### src/rtl/tone_note_decoder.sv
// Recovers the note code from the signed sine sample stream by timing rising zero
// crossings and mapping the rounded period back through the tone player's limit table.
module tone_note_decoder #(
   parameter int unsigned WIDTH        = 7,
   parameter int unsigned PERIOD_SHIFT = 12,
   parameter int unsigned CNT_W        = 20,
   parameter int unsigned STABLE_N     = 3,
   parameter int unsigned TIMEOUT_Q    = 64
) (
   input  logic             clk,
   input  logic             reset_n,
   input  logic [WIDTH-1:0] sample_in,
   output logic [3:0]       note_out,
   output logic             note_valid,
   output logic             locked,
   output logic [CNT_W-1:0] period_out
);

   localparam int unsigned    QW         = CNT_W + 1;
   localparam logic [CNT_W-1:0] TimeoutLim = CNT_W'((TIMEOUT_Q << PERIOD_SHIFT) - 1);
   localparam logic [QW-1:0]  RoundHalf  = QW'(1 << (PERIOD_SHIFT - 1));
   localparam int unsigned    RunW       = $clog2(STABLE_N + 1);
   localparam logic [RunW-1:0] RunMax    = RunW'(STABLE_N);
   localparam logic [3:0]     NoteNone   = 4'hF;
   localparam logic [3:0]     NoteRest   = 4'd11;

   typedef enum logic [1:0] {StIdle, StMeasure, StSilent} state_e;

   state_e           state_q, state_d;
   logic             sign_q;
   logic [CNT_W-1:0] counter_q, counter_d;
   logic [CNT_W-1:0] period_q, period_d;
   logic [3:0]       cand_q, cand_d;
   logic [RunW-1:0]  run_q, run_d;
   logic [3:0]       note_q, note_d;
   logic             valid_q, valid_d;
   logic             locked_q, locked_d;

   logic             xing;
   logic             timeout;
   logic [CNT_W-1:0] period_meas;
   logic             class_evt;
   logic [3:0]       class_code;
   logic [RunW-1:0]  run_eff;

   // Round the period to the nearest unit of 1<<PERIOD_SHIFT clocks, then invert the
   // player's (limit+1) table; anything off-table is reported as unknown.
   function automatic logic [3:0] classify(input logic [CNT_W-1:0] p);
      logic [QW-1:0] q;
      logic [3:0]    code;
      q = ({1'b0, p} + RoundHalf) >> PERIOD_SHIFT;
      case (q)
         QW'(31): code = 4'd0;
         QW'(33): code = 4'd1;
         QW'(35): code = 4'd2;
         QW'(37): code = 4'd3;
         QW'(39): code = 4'd4;
         QW'(41): code = 4'd5;
         QW'(43): code = 4'd6;
         QW'(46): code = 4'd7;
         QW'(49): code = 4'd8;
         QW'(52): code = 4'd9;
         QW'(54): code = 4'd10;
         default: code = NoteNone;
      endcase
      return code;
   endfunction

   always_comb begin
      xing        = sign_q & ~sample_in[WIDTH-1];
      timeout     = (counter_q == TimeoutLim);
      period_meas = counter_q + 1'b1;
      state_d     = state_q;
      counter_d   = counter_q;
      period_d    = period_q;
      class_evt   = 1'b0;
      class_code  = NoteRest;

      // A crossing always takes priority over a timeout landing in the same cycle.
      case (state_q)
         StIdle: begin
            counter_d = '0;
            if (xing) state_d = StMeasure;
         end
         StMeasure: begin
            if (xing) begin
               period_d   = period_meas;
               class_evt  = 1'b1;
               class_code = classify(period_meas);
               counter_d  = '0;
            end else if (timeout) begin
               class_evt  = 1'b1;
               class_code = NoteRest;
               counter_d  = '0;
               state_d    = StSilent;
            end else begin
               counter_d = counter_q + 1'b1;
            end
         end
         StSilent: begin
            if (xing) begin
               counter_d = '0;
               state_d   = StMeasure;
            end else if (timeout) begin
               class_evt  = 1'b1;
               class_code = NoteRest;
               counter_d  = '0;
            end else begin
               counter_d = counter_q + 1'b1;
            end
         end
         default: begin
            counter_d = '0;
            state_d   = StIdle;
         end
      endcase
   end

   always_comb begin
      if (class_code == cand_q) begin
         run_eff = (run_q >= RunMax) ? RunMax : run_q + 1'b1;
      end else begin
         run_eff = RunW'(1);
      end
      cand_d   = cand_q;
      run_d    = run_q;
      note_d   = note_q;
      valid_d  = 1'b0;
      locked_d = locked_q;
      if (class_evt) begin
         cand_d = class_code;
         run_d  = run_eff;
         if ((run_eff >= RunMax) && (class_code != note_q)) begin
            note_d  = class_code;
            valid_d = 1'b1;
         end
         locked_d = (class_code == note_d);
      end
   end

   always_ff @(posedge clk or negedge reset_n) begin
      if (!reset_n) begin
         state_q   <= StIdle;
         sign_q    <= 1'b0;
         counter_q <= '0;
         period_q  <= '0;
         cand_q    <= NoteNone;
         run_q     <= '0;
         note_q    <= NoteNone;
         valid_q   <= 1'b0;
         locked_q  <= 1'b0;
      end else begin
         state_q   <= state_d;
         sign_q    <= sample_in[WIDTH-1];
         counter_q <= counter_d;
         period_q  <= period_d;
         cand_q    <= cand_d;
         run_q     <= run_d;
         note_q    <= note_d;
         valid_q   <= valid_d;
         locked_q  <= locked_d;
      end
   end

   assign note_out   = note_q;
   assign note_valid = valid_q;
   assign locked     = locked_q;
   assign period_out = period_q;

endmodule
### config.mk
export PLATFORM = sky130hd
export DESIGN_NAME = tone_note_decoder
export DESIGN_NICKNAME = d
export VERILOG_FILES = /design/src/rtl/tone_note_decoder.sv
export SDC_FILE = /design/constraint.sdc
export NUM_CORES = 1
export LEC_CHECK = 0
export CAP_MARGIN = 20
export CORE_ASPECT_RATIO = 0.6
export CORE_MARGIN = 8
export CORE_UTILIZATION = 48
export CTS_CLUSTER_SIZE = 30
export DETAILED_ROUTE_END_ITERATION = 8
export PLACE_DENSITY = 0.69
export SLEW_MARGIN = 10
export SYNTH_ARGS = -nofsm -noshare
export SYNTH_HDL_FRONTEND = slang
export SYNTH_SLANG_ARGS = --single-unit
### constraint.sdc
create_clock -name clk -period 3.89 [get_ports clk]
set_input_delay 0.778 -clock clk [delete_from_list [all_inputs] [get_ports clk]]
set_output_delay 0.778 -clock clk [all_outputs]
set_load 0.03 [all_outputs]
### Wires at chosen ports, followed through buffers

Drawn at 3 px/µm.
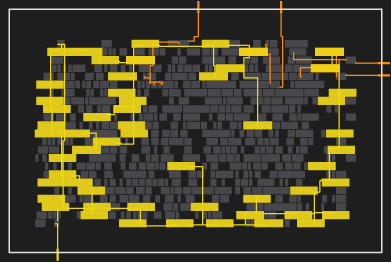
legend:
  orange:
    port: note_out
    direction: output
    edge: 2 right, 2 top
    end_cells: 4
    buffers: 4
    wire: 157 µm
  yellow:
    port: reset_n
    direction: input
    edge: bottom
    end_cells: 55
    buffers: 2
    wire: 492 µm

### Cells by drive strength

Drawn at 3 px/µm.
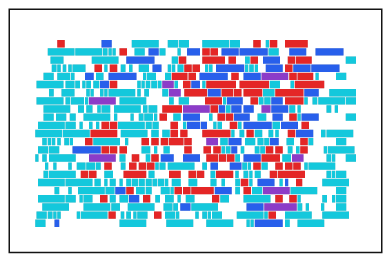
legend:
  red:
    size: drive 3 to 4
    cells: 107
  blue:
    size: drive 2
    cells: 55
  purple:
    size: drive 6 and up
    cells: 11
  cyan:
    size: drive 1 or less
    cells: 294

### Cell density map

Drawn at 3 px/µm. The die is cut into 12 by 8 equal tiles; dark blue is low, red is high, 0 to 100% covered.
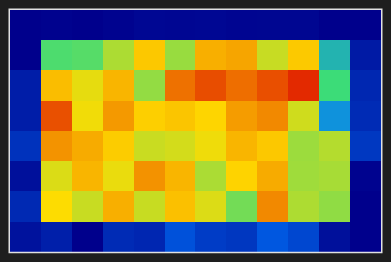
tiles over 75% full: 32%
densest ninth of the die: center
fullest tile: 95%
nearly empty tiles: 18%

### Metal 1

Drawn at 4 px/µm. Supply wires on this layer in gray. Cells faint in the background.
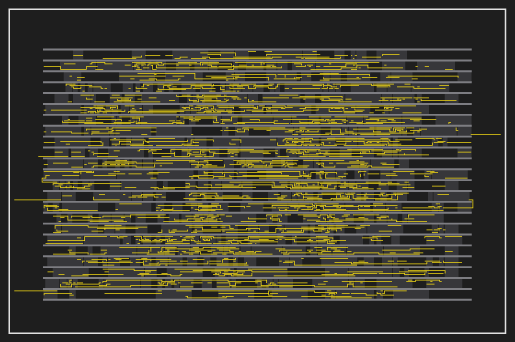
longest straight run: 35.9 µm
main direction: horizontal

==> summary.rpt <==
=================================================================================
Status                                                               finished with violations
Violations in the final reports                                      setup timing
Final RePlAce weighted congestion                                          0.9298
Total die size                                                           9970 µm²
Top power consumer group                                                registers
Sink Count                                                                     55
Worst slew margin                                                          53.85%
Count of cells along the worst register-to-register path                       18
Worst min-delay path category                                        register to register
Uppermost signal routing layer after detailed routing                        met4
Post-synthesis cell type with the largest combined area              sky130_fd_sc_hd__dfrtp_1
Clock buffer count from CTS                                                     5
Min-Delay Path Depth                                                            2
Setup Buffers After CTS                                                         7
Fraction of the core area covered by cells at the end of the flow          72.07%
CTS clock-pin slew for the worst setup and hold paths                       70 ps
Total number of nets in the final design                                      482
Peak-usage layer in the global routing report                                met1
Top-count cell post-synth                                            sky130_fd_sc_hd__nand2_1
Crit path required time                                                   4120 ps
Ordered cell list for the critical path                              ha_4 > nand4_1 > nor3_2 > nand2_1 > xor2_2 > inv_2 > ha_4 > o211a_4 > o2111a_2 > nor3_4 > o211ai_1 > buf_4 > o211ai_1 > mux2_4 > nand4_1 > nor4_4 > buf_4 > mux2_4
Clock share of power                                                        28.9%
GR Util met2                                                               28.54%
Wire length on met3                                                        844 µm
Layout filler cell count                                                      517
Number of buffers and inverters on the critical path                            3
Routed vias/inst                                                            5.774
Smallest setup slack after layout                                       -98.38 ps
Share of synthesized area spent on multiplexers                            2.735%
Sort of element at the start of the critical path                        register
Minimum clock period                                                      3988 ps
Endpoint kind of the worst setup timing path                             register
Maximum number of pins on one net before global-route repair                   29
Area growth from synthesis to layout                                       44.70%
Count of inserted antenna diode cells                                           0
Nets at Floorplan                                                             374
Combinational share of power                                                30.4%
Maximum VDD drop                                                      0.0003812 V
Met2 layer wire length in the routed design                               4148 µm
Largest cells by area                                                sky130_fd_sc_hd__dfrtp_1 35%, sky130_fd_sc_hd__dfstp_2 6.3%, sky130_fd_sc_hd__nand2_1 6.3%
Seq group                                                                  737 µW
Count of hold buffers inserted by post-cts repair                               0
Reg2Reg Launch Point                                                 counter_q[1]$_DFF_PN0_
Cell internal power dissipation                                           1197 µW
Wire length of the first global-routing pass                             15530 µm
Antenna Violating Nets Remaining                                                0
Critical setup path kind                                             register to register
Top non-seq family                                                   simple AND/OR/NAND/NOR gates
Synth async-reset ratio                                                    100.0%
FMAX                                                                   0.2507 GHz
Floorplan die width                                                      123.7 µm
Number of max-slew violations in the final report                               0
Global-route track usage on met1                                           29.59%
Cell family contributing the most delay on the critical path         simple AND/OR/NAND/NOR gates
Final total power                                                         1808 µW
Top cells by instance count after synthesis                          56 x sky130_fd_sc_hd__nand2_1, 47 x sky130_fd_sc_hd__dfrtp_1, 33 x sky130_fd_sc_hd__nor2_1
All-Layer GR Usage                                                         19.97%
Worst-case hold slack                                                    481.0 ps
Unrepaired setup endpoints after global routing                              true
Worst Max-Slew Pin Slew                                                  690.5 ps
Mapped Avg Cell Area                                                    9.328 µm²
Number of standard cells in the layout, taps in and fillers out               554
Total instance count after detailed placement                                 534
Std-Cell Rows                                                                  23
Final setup violation count                                                     3
Maximum level of the CTS H-tree                                                 2
Endpoint of the worst hold path                                      period_out[15]$_DFFE_PN0P_
Source-to-sink clock delay at the later pin of the worst-skew pair         300 ps
Leftover overflow at the end of global routing                                  0
Number of storage elements in the synthesis netlist                            55
HPWL after detailed placement                                             7092 µm
Slowest library cell on the worst path                               sky130_fd_sc_hd__dfrtp_1
Ratio of final minimum period to clock period                              102.5%
AND/OR/NAND/NOR Cells, Area Fraction                                       25.07%
Antenna violations before repair                                                0
Top-level I/O count                                                            35
Clock tree root buffer cell                                          sky130_fd_sc_hd__clkbuf_16
Hold Crit Start                                                      period_out[15]$_DFFE_PN0P_
Design area                                                              4832 µm²
Clk pwr                                                                    522 µW
Buffer depth of the longest clock path                                          2
Yosys Instances                                                               358
Net Sw Frac                                                                33.78%
Via count of the first global-routing pass                                   3042
Worst-path fanout max                                                           4
Routed wire per std cell                                                 17.71 µm
Final setup TNS                                                         -218.9 ps
Worst stage delay on the critical path                                     390 ps
Worst setup path startpoint                                          counter_q[1]$_DFF_PN0_
Cell count along the critical path                                             18
Aoi/oai-family share of the synthesized area                               16.75%
Xor/xnor share of the synthesized area                                     8.055%
Share of post-route cells with drive strength above 1                      37.04%
Main flop type after synthesis                                       sky130_fd_sc_hd__dfrtp_1
Destination of the worst register-to-register timing path            note_out[0]$_DFFE_PN1P_
Power density of the placed cells                                    374.2 nW/µm²
Critical path destination                                            note_out[0]$_DFFE_PN1P_
Via count                                                                    3199
# resized after CTS                                                            21
Yosys synthesis chip area                                                3339 µm²
Tool Warnings                                                                  39
Share of Yosys cell area claimed by the top area cell type                 35.22%
Placeable Area                                                           6705 µm²
Cell area after placement                                                4258 µm²
Number of instances in the synthesized netlist                                358
Iteration-0 DRC count of the detailed router                                  254
Maximum Capacitance Violations                                                  0
First drt pass iteration count                                                  4
TritonCTS clock tree                                                         done
Maximum clock skew at final layout                                       7.044 ps
Count of input and output buffers                                              28
Total Wirelength                                                          9812 µm
Met3 capacity usage during global routing                                  4.409%
Adder-cell share of the synthesized area                                   2.623%
Count of warnings emitted by yosys                                              0
WL met1                                                                   4736 µm
Flop-to-flop setup slack                                                  -100 ps
Combinational logic power                                                  549 µW
Sequential share of power                                                   40.8%
P_leak                                                                0.002018 µW
Portion of the post-synthesis area used by sequential elements             41.51%
Sequential cell area                                                     1389 µm²
Arrival time at the worst endpoint                                        4220 ps
=================================================================================
==> cells by family (layout without fill, tap and decap cells) <==
logic type	count (synthesis)	count (layout)
DFF	55	55
buffers and inverters	22	131
AOI/OAI and AO/OA	76	76
adders and majority gates	7	7
muxes	8	8
and+or+nand+nor	161	161
xor gates and xnor gates	29	29
==> layout by cell type, fill, tap and decap left out, drive strengths merged, types with 12 or more instances in the layout <==
cell,count
nand4,12
nor2,33
xor2,15
clkdlybuf4s50,27
nand3,16
buf,85
xnor2,14
o21ai,29
dfrtp,47
nand2,57
==> area by class of cell <==
type,instances,share of cell area [%]
Clock buffer,5,2.589
Inverter,10,0.8286
Sequential cell,55,28.74
Multi-Input combinational cell,281,45.34
Tap cell,87,2.253
Clock inverter,3,0.9581
Timing Repair Buffer,113,19.29
No activity file was given, so power comes from the tool's default toggle rates.
